**src/rtl/nav_pkg.sv**
```systemverilog
// Shared types for the beacon/bumper navigation controller.
// Wheel action encoding, controller states and the latched hit record.
package nav_pkg;

  localparam logic [2:0] WA_F = 3'b100;
  localparam logic [2:0] WA_R = 3'b010;
  localparam logic [2:0] WA_S = 3'b001;

  typedef enum logic [1:0] {
    TRACK,
    ESCAPE,
    TURN,
    FAULT
  } nav_state_e;

  typedef struct packed {
    logic lb;
    logic rb;
    logic fb;
    logic bb;
  } hit_t;

  // {lwa, rwa} for a pivot; right pivot drives the left wheel forward
  function automatic logic [5:0] pivot(input logic right);
    return right ? {WA_F, WA_R} : {WA_R, WA_F};
  endfunction

endpackage

```
**src/rtl/bumper_debounce.sv**
```systemverilog
// Per-bumper debouncer: saturating high-count, cleared on any low sample.
// deb asserts once the raw input has been high for DEBOUNCE edges.
module bumper_debounce #(
  parameter int DEBOUNCE = 2
) (
  input  logic clk,
  input  logic rst_n,
  input  logic raw,
  output logic deb
);

  localparam int CW = $clog2(DEBOUNCE + 1);
  localparam logic [CW-1:0] DB_MAX = CW'(DEBOUNCE);

  logic [CW-1:0] cnt_q;
  logic [CW-1:0] cnt_d;

  always_comb begin
    cnt_d = cnt_q;
    if (!raw) begin
      cnt_d = '0;
    end else if (cnt_q != DB_MAX) begin
      cnt_d = cnt_q + 1'b1;
    end
  end

  always_ff @(posedge clk) begin
    if (!rst_n) begin
      cnt_q <= '0;
    end else begin
      cnt_q <= cnt_d;
    end
  end

  assign deb = (cnt_q == DB_MAX);

endmodule

```
**src/rtl/renee_nav_ctrl.sv**
```systemverilog
// Beacon-tracking wheel controller with bumper escape manoeuvre.
// Wheel actions are registered from the next state and current inputs.
module renee_nav_ctrl
  import nav_pkg::*;
#(
  parameter int SENS_W      = 3,
  parameter int DEBOUNCE    = 2,
  parameter int BACK_CYCLES = 8,
  parameter int TURN_CYCLES = 4
) (
  input  logic              clk,
  input  logic              rst_n,
  input  logic [SENS_W-1:0] ls,
  input  logic [SENS_W-1:0] rs,
  input  logic              lb,
  input  logic              rb,
  input  logic              fb,
  input  logic              bb,
  output logic [2:0]        lwa,
  output logic [2:0]        rwa,
  output logic              fault,
  output logic              busy
);

  localparam int MAXC =
    (BACK_CYCLES > TURN_CYCLES) ? BACK_CYCLES : TURN_CYCLES;
  localparam int CW = $clog2(MAXC + 1);
  localparam logic [CW-1:0] BACK_LD = CW'(BACK_CYCLES - 1);
  localparam logic [CW-1:0] TURN_LD = CW'(TURN_CYCLES - 1);

  logic lb_d, rb_d, fb_d, bb_d;

  bumper_debounce #(.DEBOUNCE(DEBOUNCE)) u_db_l (
    .clk(clk), .rst_n(rst_n), .raw(lb), .deb(lb_d)
  );
  bumper_debounce #(.DEBOUNCE(DEBOUNCE)) u_db_r (
    .clk(clk), .rst_n(rst_n), .raw(rb), .deb(rb_d)
  );
  bumper_debounce #(.DEBOUNCE(DEBOUNCE)) u_db_f (
    .clk(clk), .rst_n(rst_n), .raw(fb), .deb(fb_d)
  );
  bumper_debounce #(.DEBOUNCE(DEBOUNCE)) u_db_b (
    .clk(clk), .rst_n(rst_n), .raw(bb), .deb(bb_d)
  );

  nav_state_e    state_q, state_d;
  logic [CW-1:0] cnt_q, cnt_d;
  hit_t          hit_q, hit_d;
  logic [2:0]    lwa_q, lwa_d;
  logic [2:0]    rwa_q, rwa_d;
  logic          fault_q, fault_d;
  logic          busy_q, busy_d;

  hit_t deb;
  logic any_hit;
  logic all_hit;
  logic l_weak;
  logic r_weak;
  logic no_sig;

  assign deb     = '{lb: lb_d, rb: rb_d, fb: fb_d, bb: bb_d};
  assign any_hit = |deb;
  assign all_hit = &deb;
  assign l_weak  = (ls > rs);
  assign r_weak  = (ls < rs);
  assign no_sig  = &ls;

  always_comb begin
    state_d = state_q;
    cnt_d   = cnt_q;
    hit_d   = hit_q;
    unique case (state_q)
      TRACK: begin
        if (any_hit) begin
          hit_d   = deb;
          cnt_d   = BACK_LD;
          state_d = ESCAPE;
        end
      end
      ESCAPE: begin
        if (cnt_q == '0) begin
          cnt_d   = TURN_LD;
          state_d = TURN;
        end else begin
          cnt_d = cnt_q - 1'b1;
        end
      end
      TURN: begin
        if (any_hit) begin
          hit_d   = deb;
          cnt_d   = BACK_LD;
          state_d = ESCAPE;
        end else if (cnt_q == '0) begin
          state_d = TRACK;
        end else begin
          cnt_d = cnt_q - 1'b1;
        end
      end
      FAULT: begin
        state_d = FAULT;
      end
    endcase
    if (all_hit) begin
      state_d = FAULT;
    end
  end

  always_comb begin
    lwa_d = WA_S;
    rwa_d = WA_S;
    unique case (state_d)
      TRACK: begin
        unique case (1'b1)
          l_weak: begin lwa_d = WA_F; rwa_d = WA_S; end
          r_weak: begin lwa_d = WA_S; rwa_d = WA_F; end
          no_sig: begin lwa_d = WA_S; rwa_d = WA_S; end
          default: begin lwa_d = WA_F; rwa_d = WA_F; end
        endcase
      end
      ESCAPE: begin
        if (hit_d.bb && !hit_d.fb) begin
          lwa_d = WA_F;
          rwa_d = WA_F;
        end else begin
          lwa_d = WA_R;
          rwa_d = WA_R;
        end
      end
      TURN: begin
        if (hit_d.lb && !hit_d.rb) begin
          {lwa_d, rwa_d} = pivot(1'b1);
        end else if (hit_d.rb && !hit_d.lb) begin
          {lwa_d, rwa_d} = pivot(1'b0);
        end else begin
          {lwa_d, rwa_d} = pivot(!r_weak);
        end
      end
      FAULT: begin
        lwa_d = WA_S;
        rwa_d = WA_S;
      end
    endcase
    fault_d = (state_d == FAULT);
    busy_d  = (state_d == ESCAPE) || (state_d == TURN);
  end

  always_ff @(posedge clk) begin
    if (!rst_n) begin
      state_q <= TRACK;
      cnt_q   <= '0;
      hit_q   <= '0;
      lwa_q   <= WA_S;
      rwa_q   <= WA_S;
      fault_q <= 1'b0;
      busy_q  <= 1'b0;
    end else begin
      state_q <= state_d;
      cnt_q   <= cnt_d;
      hit_q   <= hit_d;
      lwa_q   <= lwa_d;
      rwa_q   <= rwa_d;
      fault_q <= fault_d;
      busy_q  <= busy_d;
    end
  end

  assign lwa   = lwa_q;
  assign rwa   = rwa_q;
  assign fault = fault_q;
  assign busy  = busy_q;

endmodule
```
**config.mk**
```make
export PLATFORM = sky130hd
export DESIGN_NAME = renee_nav_ctrl
export DESIGN_NICKNAME = d
export VERILOG_FILES = /design/src/rtl/nav_pkg.sv /design/src/rtl/bumper_debounce.sv /design/src/rtl/renee_nav_ctrl.sv
export SDC_FILE = /design/constraint.sdc
export NUM_CORES = 1
export LEC_CHECK = 0
export CAP_MARGIN = 30
export CORE_MARGIN = 1
export CORE_UTILIZATION = 43
export CTS_CLUSTER_SIZE = 12
export DETAILED_ROUTE_END_ITERATION = 8
export PLACE_DENSITY = 0.74
export SKIP_LAST_GASP = 1
export SLEW_MARGIN = 25
export SYNTH_ARGS = -nofsm -noshare
export SYNTH_HDL_FRONTEND = slang
export SYNTH_SLANG_ARGS = --single-unit
```
**constraint.sdc**
```tcl
create_clock -name clk -period 3 [get_ports clk]
set_input_delay 0.75 -clock clk [delete_from_list [all_inputs] [get_ports clk]]
set_output_delay 0.75 -clock clk [all_outputs]
set_load 0.02 [all_outputs]
```
m1.png
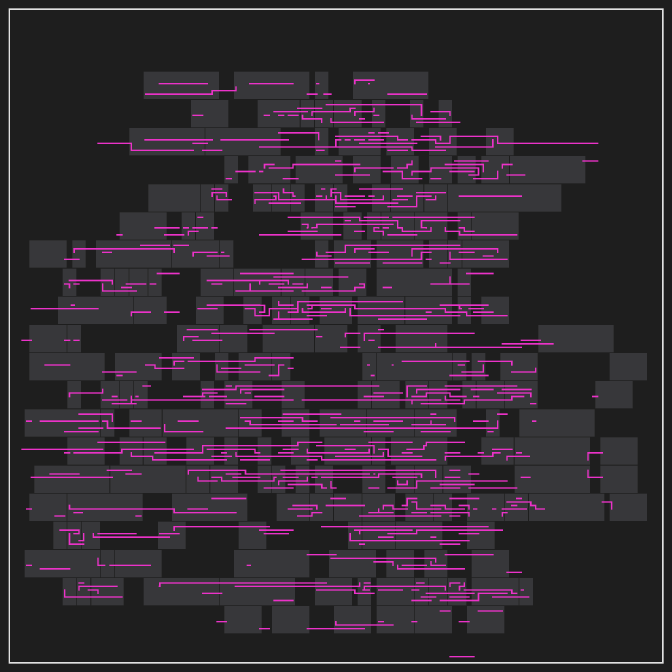
The layer carries 1520 microns of wire. 215 nets have wire on it. The wires run mostly horizontal.
via total after detailed routing: 1380
final WL: 3120 microns
met1 Use GR: 0.234

m2.png
The bar under the picture is 20 microns long.
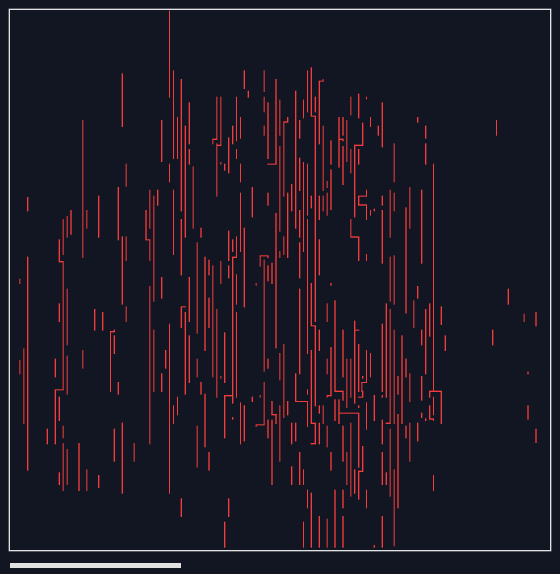
The layer carries 1360 microns of wire. The longest straight run is 26.5 microns. The layer holds 44% of the routed length.
met2 GRT Util: 0.296

-- state kept, by name, indices dropped and copies added (netlist names) --
| register | count |
|---|---|
| rwa | 3 |
| lwa | 3 |
| fault | 1 |
| cnt_q | 4 |
| hit_q | 4 |
| u_db_l.cnt_q | 2 |
| busy | 1 |
| state_q | 2 |
| u_db_r.cnt_q | 2 |
| u_db_f.cnt_q | 2 |
| u_db_b.cnt_q | 2 |
-- layer usage --
layer | track usage | share of wire
met1 | 0.234 | 0.49
met2 | 0.296 | 0.44
met3 | 0.0471 | 0.061
met4 | 0.0669 | 0.016
met5 | 0 | 0
==> run summary <==
Entry: Yosys synthesis followed by OpenROAD place and route.

Run status:
- The run finished with clean final reports.

Power:
- The run puts the static power due to leakage at ~0.8 nW.
- The run puts the logic gate share of total power at 0.518.
- In this run the VDD rail shows a maximum IR drop of about 0.36 mV.
- The switching portion of total power comes to 0.390.
- The power report lists the combinational group at between 0.0008 and 0.0009 W.
- Of all power groups, the one with the highest power is combinational logic.

Placed design:
- The run puts the final weighted congestion in routability-driven placement at between 0.8 and 0.9.
- The run gives the tally of buffers added on design ports as 19.
- STA on the placed design reports a worst setup slack of ~0.21 ns.

Floorplanning:
- In this run the standard cell core region covers between 3000 and 4000 sq um.
- The run gives the number of placed I/O pins as 20.
- The run puts the die boundary width at 63.1 microns.

Timing:
- The run gives the top achievable clock speed as 363 MHz.
- The run puts the count of pins over their slew limit at 0.
- In the final timing run, aggregate negative setup slack is 0 ns.
- The run puts the worst-case hold slack at between 0.5 and 0.6 ns.
- The run gives the relative slew slack as 0.701.

GRT:
- The run puts the total congestion overflow at 0.
- The number of global-route vias before repair is approximately 1300.
- The run puts the largest net degree at the start of global routing at 16.
- The run gives the number of antenna violations at the first check in global routing as 0.

Synth:
- The run gives the post-synthesis instance area as roughly 1600 sq um.
- The run gives the xor/xnor share of the synthesized area as 0.0219.
- After synthesis, the largest family of logic cells by area is AND-OR/OR-AND gates.
- In the post-synthesis netlist, the biggest area contributors are dfxtp_1 (32%), ha_1 (12%), nor2_1 (4.9%), inv_1 (4.0%), a21oi_1 (3.1%).
- The run puts the mean post-synth cell area at between 8 and 9 sq um.
- The run gives the cell type with the highest aggregate area in the netlist as dfxtp_1.
- The run gives the chip area line of the yosys report as around 1600 sq um.
- The run puts the number of unique standard cell types used by synthesis at around 48.
- The run gives the share of synthesized cell area in and, or, nand and nor gates as 0.192.

Drt:
- The first routing iteration left between 50 and 60 violations.
- The run puts the detailed-route DRC error count at 0.
- The routed design shows a via density per instance of ~5.5.

Final layout:
- The run gives the layout filler cell count as approximately 320.
- Leaving out fill and tap cells, the most frequent cells in the layout are dfxtp_1 (26), nor2_1 (21), clkdlybuf4s50_1 (19), inv_1 (17), ha_1 (16).
- The run puts the number of clock-tree buffers in the layout at 3.
- Once layout is complete, the utilization of the core stands at 0.550.
- The run puts the area taken by flip-flops and latches at around 520 sq um.
- The final antenna diode tally reported by the flow is 0.
- For this run, the post-layout net count is about 240.
- The run gives the number of buffers outside the clock class in the layout as 26.

Worst hold path:
- The run puts the cell depth of the worst min-delay path at 2.
- The type recorded for the worst min-delay path is reg -> reg.

Clock tree:
- The run puts the latest clock arrival within the worst-skew pair at 0.27 ns.
- The run gives the number of gates resized after CTS as 0.
- TritonCTS built the clock tree.
- Per the CTS log, the maximum H-tree level is 1.
- The run gives the clock tree root buffer cell as clkbuf_8.

Critical path:
- The run gives the kind of critical path as reg -> reg.
- Walking the worst path, the cells encountered are inv_1 > ha_1 > or4_4 > a211o_1 > a21oi_2 > inv_2 > ha_1 > o2111a_1 > a211oi_1 > a311oi_1.
- The most critical setup path has its startpoint at u_db_l.cnt_q[0].
- Looking at the critical path, the highest net fanout was 5.
- The run gives the number of buffer and inverter stages on the critical path as 2.
- The run gives the worst-case register-to-register setup slack as between 0.2 and 0.25 ns.
- The run gives the largest incremental delay on the critical path as around 0.56 ns.
- The worst register-to-register path begins at u_db_l.cnt_q[0].

Job:
- Warnings raised by the tools during the run amount to 32.
Power and IR drop assume default switching activity.
